$ cat src/rtl/cp0_exc_ctrl_if.sv
// CP0 exception-control bus: mfc0/mtc0 access, victim context, interrupt lines and the
// resulting exception request back to the pipeline.
interface cp0_exc_ctrl_if;
    logic [4:0]  A1;
    logic [4:0]  A2;
    logic [31:0] DIn;
    logic        WE;
    logic [31:0] VPC;
    logic        BDIn;
    logic [4:0]  ExcCodeIn;
    logic [5:0]  HWInt;
    logic        EXLClr;
    logic [31:0] DOut;
    logic [31:0] EPCOut;
    logic        Req;

    // Pipeline side: drives requests, consumes read data and the exception request.
    modport master (
        output A1, A2, DIn, WE, VPC, BDIn, ExcCodeIn, HWInt, EXLClr,
        input  DOut, EPCOut, Req
    );

    // CP0 side.
    modport slave (
        input  A1, A2, DIn, WE, VPC, BDIn, ExcCodeIn, HWInt, EXLClr,
        output DOut, EPCOut, Req
    );
endinterface

$ cat src/rtl/cp0_exc_ctrl.sv
// CP0 exception controller: SR/Cause/EPC/PRId registers, interrupt and exception request
// generation, and the NORMAL/IN_HANDLER state carried in SR.EXL.
module cp0_exc_ctrl (
    input logic           clk,
    input logic           reset,
    cp0_exc_ctrl_if.slave bus
);
    localparam logic [4:0]  RegSr     = 5'd12;
    localparam logic [4:0]  RegCause  = 5'd13;
    localparam logic [4:0]  RegEpc    = 5'd14;
    localparam logic [4:0]  RegPrid   = 5'd15;
    localparam logic [31:0] PridValue = 32'h2022_1106;

    // Handler state doubles as SR.EXL.
    typedef enum logic [0:0] {StNormal, StInHandler} state_e;

    state_e      state_q;
    logic [5:0]  im_q;
    logic        ie_q;
    logic        bd_q;
    logic [5:0]  ip_q;
    logic [4:0]  exc_code_q;
    logic [31:2] epc_q;

    logic        exl;
    logic        int_req;
    logic        exc_req;
    logic        req;
    logic [31:0] victim_pc;
    logic [31:0] sr_val;
    logic [31:0] cause_val;
    logic [31:0] epc_val;
    logic [1:0]  unused_victim_lsb;

    // Request generation and architectural register views.
    always_comb begin
        exl       = (state_q == StInHandler);
        int_req   = (|(bus.HWInt & im_q)) & ie_q & ~exl;
        exc_req   = (bus.ExcCodeIn != 5'd0) & ~exl;
        req       = (int_req | exc_req) & ~reset;
        // Delay-slot victims restart at the branch; wrap-around is intended.
        victim_pc = bus.BDIn ? (bus.VPC - 32'd4) : bus.VPC;
        sr_val    = {16'h0000, im_q, 8'h00, exl, ie_q};
        cause_val = {bd_q, 15'h0000, ip_q, 3'b000, exc_code_q, 2'b00};
        epc_val   = {epc_q, 2'b00};
    end

    assign unused_victim_lsb = victim_pc[1:0];

    // mfc0 read mux; reads see pre-edge contents.
    always_comb begin
        bus.DOut = 32'h0000_0000;
        unique case (bus.A1)
            RegSr:    bus.DOut = sr_val;
            RegCause: bus.DOut = cause_val;
            RegEpc:   bus.DOut = epc_val;
            RegPrid:  bus.DOut = PridValue;
            default:  bus.DOut = 32'h0000_0000;
        endcase
    end

    assign bus.EPCOut = epc_val;
    assign bus.Req    = req;

    // Register and handler-state update; priority is reset > Req > EXLClr > mtc0.
    always_ff @(posedge clk) begin
        if (reset) begin
            state_q    <= StNormal;
            im_q       <= 6'd0;
            ie_q       <= 1'b0;
            bd_q       <= 1'b0;
            ip_q       <= 6'd0;
            exc_code_q <= 5'd0;
            epc_q      <= 30'd0;
        end else begin
            ip_q <= bus.HWInt;
            if (req) begin
                // Exception entry: any coinciding mtc0 is dropped.
                state_q    <= StInHandler;
                bd_q       <= bus.BDIn;
                exc_code_q <= int_req ? 5'd0 : bus.ExcCodeIn;
                epc_q      <= victim_pc[31:2];
            end else begin
                if (bus.WE && (bus.A2 == RegSr)) begin
                    im_q    <= bus.DIn[15:10];
                    ie_q    <= bus.DIn[0];
                    state_q <= bus.DIn[1] ? StInHandler : StNormal;
                end
                if (bus.WE && (bus.A2 == RegEpc)) begin
                    epc_q <= bus.DIn[31:2];
                end
                // eret overrides an EXL value written by a simultaneous mtc0.
                if (bus.EXLClr) begin
                    state_q <= StNormal;
                end
            end
        end
    end
endmodule
$ cat src/flat_wrapper.sv
// flat-port wrapper written by rule: the top's interface ports become plain ports
module cp0_exc_ctrl_flat 
  (clk, reset, bus_A1, bus_A2, bus_DIn, bus_WE, bus_VPC, bus_BDIn, bus_ExcCodeIn, bus_HWInt, bus_EXLClr, bus_DOut, bus_EPCOut, bus_Req);
  cp0_exc_ctrl_if bus_i ();
  input logic clk;
  input logic reset;
  input wire logic [$bits(bus_i.A1)-1:0] bus_A1;
  input wire logic [$bits(bus_i.A2)-1:0] bus_A2;
  input wire logic [$bits(bus_i.DIn)-1:0] bus_DIn;
  input wire logic [$bits(bus_i.WE)-1:0] bus_WE;
  input wire logic [$bits(bus_i.VPC)-1:0] bus_VPC;
  input wire logic [$bits(bus_i.BDIn)-1:0] bus_BDIn;
  input wire logic [$bits(bus_i.ExcCodeIn)-1:0] bus_ExcCodeIn;
  input wire logic [$bits(bus_i.HWInt)-1:0] bus_HWInt;
  input wire logic [$bits(bus_i.EXLClr)-1:0] bus_EXLClr;
  output wire logic [$bits(bus_i.DOut)-1:0] bus_DOut;
  output wire logic [$bits(bus_i.EPCOut)-1:0] bus_EPCOut;
  output wire logic [$bits(bus_i.Req)-1:0] bus_Req;
  assign bus_i.A1 = bus_A1;
  assign bus_i.A2 = bus_A2;
  assign bus_i.DIn = bus_DIn;
  assign bus_i.WE = bus_WE;
  assign bus_i.VPC = bus_VPC;
  assign bus_i.BDIn = bus_BDIn;
  assign bus_i.ExcCodeIn = bus_ExcCodeIn;
  assign bus_i.HWInt = bus_HWInt;
  assign bus_i.EXLClr = bus_EXLClr;
  assign bus_DOut = bus_i.DOut;
  assign bus_EPCOut = bus_i.EPCOut;
  assign bus_Req = bus_i.Req;
  cp0_exc_ctrl u_core (.clk(clk), .reset(reset), .bus(bus_i));
endmodule
$ cat config.mk
export PLATFORM = sky130hd
export DESIGN_NAME = cp0_exc_ctrl_flat
export DESIGN_NICKNAME = d
export VERILOG_FILES = /design/src/rtl/cp0_exc_ctrl_if.sv /design/src/rtl/cp0_exc_ctrl.sv /design/src/flat_wrapper.sv
export SDC_FILE = /design/constraint.sdc
export NUM_CORES = 1
export LEC_CHECK = 0
export CORE_UTILIZATION = 27
export DETAILED_ROUTE_END_ITERATION = 7
export PLACE_DENSITY = 0.58
export SLEW_MARGIN = 20
export SYNTH_ARGS = -nofsm -noshare
export SYNTH_HDL_FRONTEND = slang
export SYNTH_SLANG_ARGS = --single-unit
export TNS_END_PERCENT = 50
$ cat constraint.sdc
create_clock -name clk -period 2.5 [get_ports clk]
set_clock_uncertainty 0.05 [all_clocks]
set_input_delay 0.5 -clock clk [delete_from_list [all_inputs] [get_ports clk]]
set_output_delay 0.5 -clock clk [all_outputs]
set_load 0.01 [all_outputs]
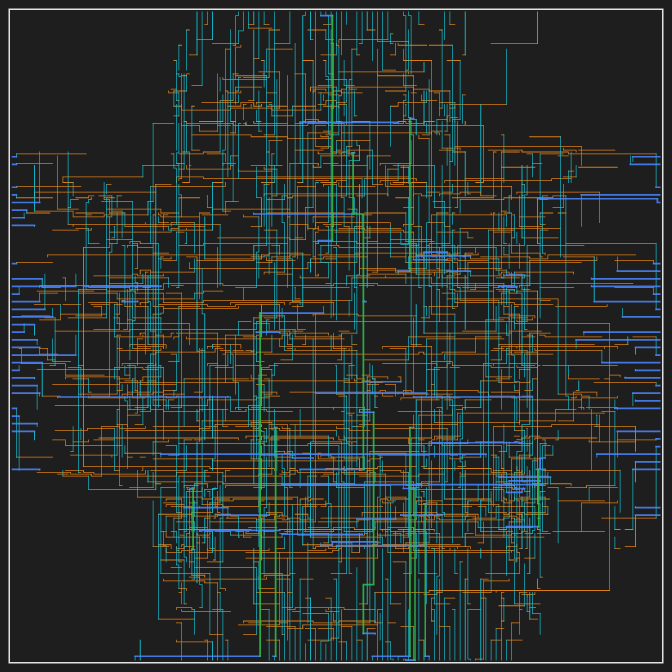
*Wiring by layer*
- M4: green (wire length 389 µm)
- M3: blue (wire length 796 µm)
- M1: orange (wire length 6170 µm)
- M2: cyan (wire length 6650 µm)
via count of the routed design: 4253
Routed wire per std cell: 17.7 µm
overall routed net length: 14.0 mm

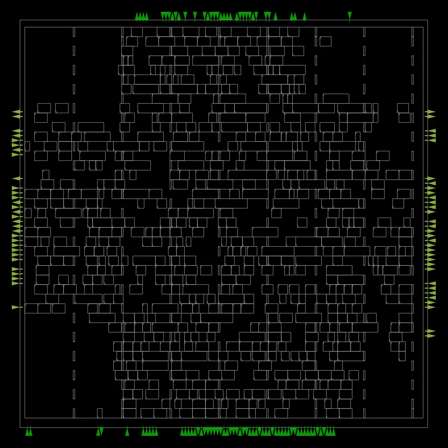
*Placement view*
Tapcell Cnt: 172
cell row count: 41
number of sequential cells: 50
number of inserted filler cells in the final layout: 1271

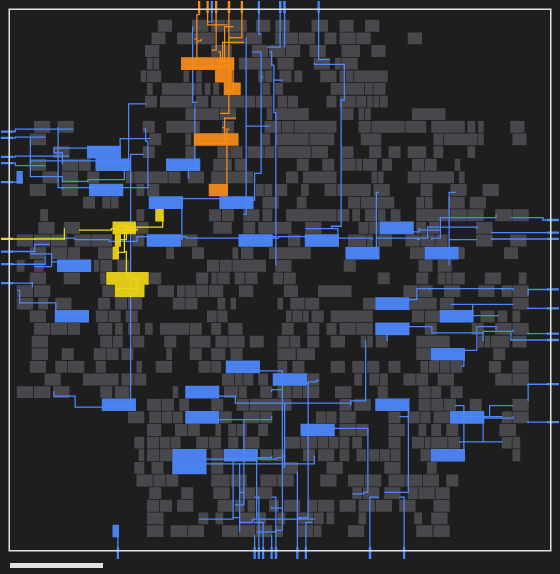
*Wires at chosen ports, followed through buffers*
Bar = 20 µm.
- `bus_ExcCodeIn`: orange (direction input; end cells 8; buffers 6; wire 138 µm)
- `bus_EPCOut`: blue (direction output; end cells 32; buffers 30; wire 1430 µm)
- `bus_BDIn`: yellow (direction input; end cells 9; buffers 2; wire 65.9 µm)

==> impl_metrics.py <==
# Flow results
metrics = {
    "status": {
        "status": "completed",
    },
    "synthesis": {
        "leading_cell_types_by_total_area_after_synthesis": "dfxtp_1, mux2i_1, o31ai_1",
        "syn_inst": 426,
        "synth.ff_latch_count": 50,
        "yosys.area.top_type_share": 0.284,
    },
    "final_timing": {
        "max-slew-margin-rel": 0.654,
        "min_period_ps": 2470,
    },
    "place": {
        "placed_cell_area_mm2": 0.00569,
        "place.gp.congestion": 0.870,
        "portBuffers": 150,
    },
    "route": {
        "first_iter_violations": 214,
    },
    "setup_path": {
        "critPathCaptureType": "output port",
        "regToRegStartpoint": "u_core.im_q[1]$_SDFFE_PP0P_",
    },
    "global_routing": {
        "grt_pass1_wl_mm": 21.9,
    },
    "power_and_ir_drop": {
        "reported_net_switching_power_mw": 0.695,
        "ir_drop_mv": 0.251,
        "leakage_nw": 2.22,
        "netSwitchingFraction": 0.287,
    },
    "job": {
        "openroad_warnings": 30,
    },
    "clock_tree": {
        "cts_tree": "yes",
    },
}
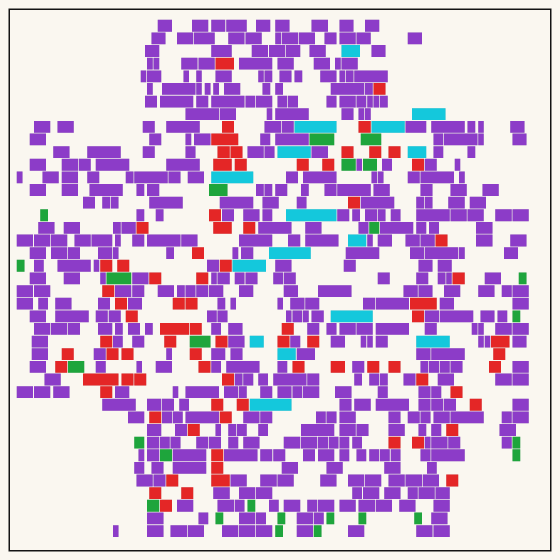
*Sizing map*
- x6 and larger: cyan (cells 16; share 2.6%)
- x1 and smaller: purple (cells 498; share 80%)
- x2: green (cells 26; share 4.2%)
- x3 and x4: red (cells 80; share 13%)

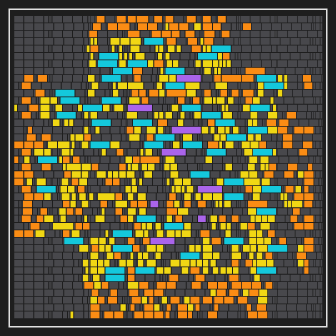
*Placed cells, one colour a class*
Fill, decap, tap and diode cells in grey.
- clock drivers and dummy loads: purple (cells 8)
- registers: cyan (cells 50)
- remaining buffers and delay cells: orange (cells 229)
- remaining logic cells: yellow (cells 333)
Core Footprint: 0.0127 mm²
final design area excluding fillers: 0.00583 mm²
share of the final layout cell area in sequential cells: 0.172
Final Core Density: 0.460

[registers in the layout, summed over array words and instances (netlist names)]
name               flops
u_core.ip_q            6
u_core.ie_q            1
u_core.im_q            6
u_core.epc_q          30
u_core.exc_code_q      5
u_core.bd_q            1
u_core.exl             1
[metal layers]
metal / up-vias / track usage / routed length, µm
li1: 2056 / - / -
met5: - / 0 / 0
met1: 2015 / 0.276 / 6170
met2: 157 / 0.359 / 6650
met4: 0 / 0.0778 / 388
met3: 25 / 0.0223 / 795
[power groups by stage]
stage | clock network, mW | logic, mW | registers, mW
2_1_floorplan | 0 | 0.260 | 0.930
4_1_cts | 0.838 | 0.692 | 0.910
3_5_place_dp | 0 | 0.689 | 0.927
5_1_grt | 0.864 | 0.747 | 0.917
6_report | 0.817 | 0.692 | 0.909
3_3_place_gp | 0 | 0.680 | 0.928
[cell families (layout without fill, tap and decap cells)]
kind of cell | after synthesis | after routing | synth area share
buffers and inverters | 52 | 245 | 0.0685
AOI/OAI and AO/OA | 140 | 140 | 0.293
DFF | 50 | 50 | 0.284
other | 1 | 2 | 0.00106
adders and majority gates | 1 | 1 | 0.00355
xor gates and xnor gates | 8 | 8 | 0.0199
and+or+nand+nor | 152 | 152 | 0.268
muxes | 22 | 22 | 0.0625
[layout by cell type (no fill, tap or decap), types with 12 or more instances in the layout]
cell / Yosys / final
a211oi_1: 23 / 23
a21oi_1: 21 / 21
a31oi_1: 14 / 14
a41o_1: 12 / 12
and2_1: 14 / 14
buf_4: 2 / 70
clkbuf_2: 0 / 13
clkdlybuf4s50_1: 0 / 112
dfxtp_1: 50 / 50
dlygate4sd2_1: 0 / 19
mux2i_1: 22 / 22
nand4_1: 27 / 27
nor2_1: 36 / 35
o31ai_1: 28 / 28
[stage by stage]
stage                     setup slack (ps)  std cells  hold slack, ps  total power, mW
after global routing                 -41.3        792             431             2.53
final                                 34.2        792             429             2.42
after detailed placement              -441        783             413             1.62
after CTS                            -65.9        792             426             2.44
after global placement                -448        783             411             1.61
after floorplan                        144        427             394             1.19
[worst paths after layout]
kind | end | slack [ps] | depth (start not counted)
setup / recovery | bus_Req | 30 | 6
hold / removal | u_core.bd_q$_SDFFE_PP0P_ | 430 | 2
setup reg to reg | u_core.exl$_SDFFE_PP0P_ | 750 | 6
hold reg to reg | u_core.bd_q$_SDFFE_PP0P_ | 430 | 2
[critical path, stage by stage]
cell	delay (ps)
clkdlybuf4s50_1	430
or4_4	440
o21ba_4	240
nor2_4	110
nor2_4	40
buf_2	140
[final cells by class]
cell class	count	area, µm²
clock buffers	5	125
clock inverters	3	47.5
fillers	1271	6840
inverters	8	30.0
multi-input cells	325	2330
flip-flops and latches	50	1000
well taps	172	215
repair buffers	229	2090
[repair_timing]
action,4_1_cts,5_1_grt
pin swaps,0,4
hold endpoints to repair,0,0
hold buffers,0,0
endpoints found under the setup margin,33,30
buffers inserted,1,0
resized,45,36
Power is estimated from default activity; no workload was simulated.
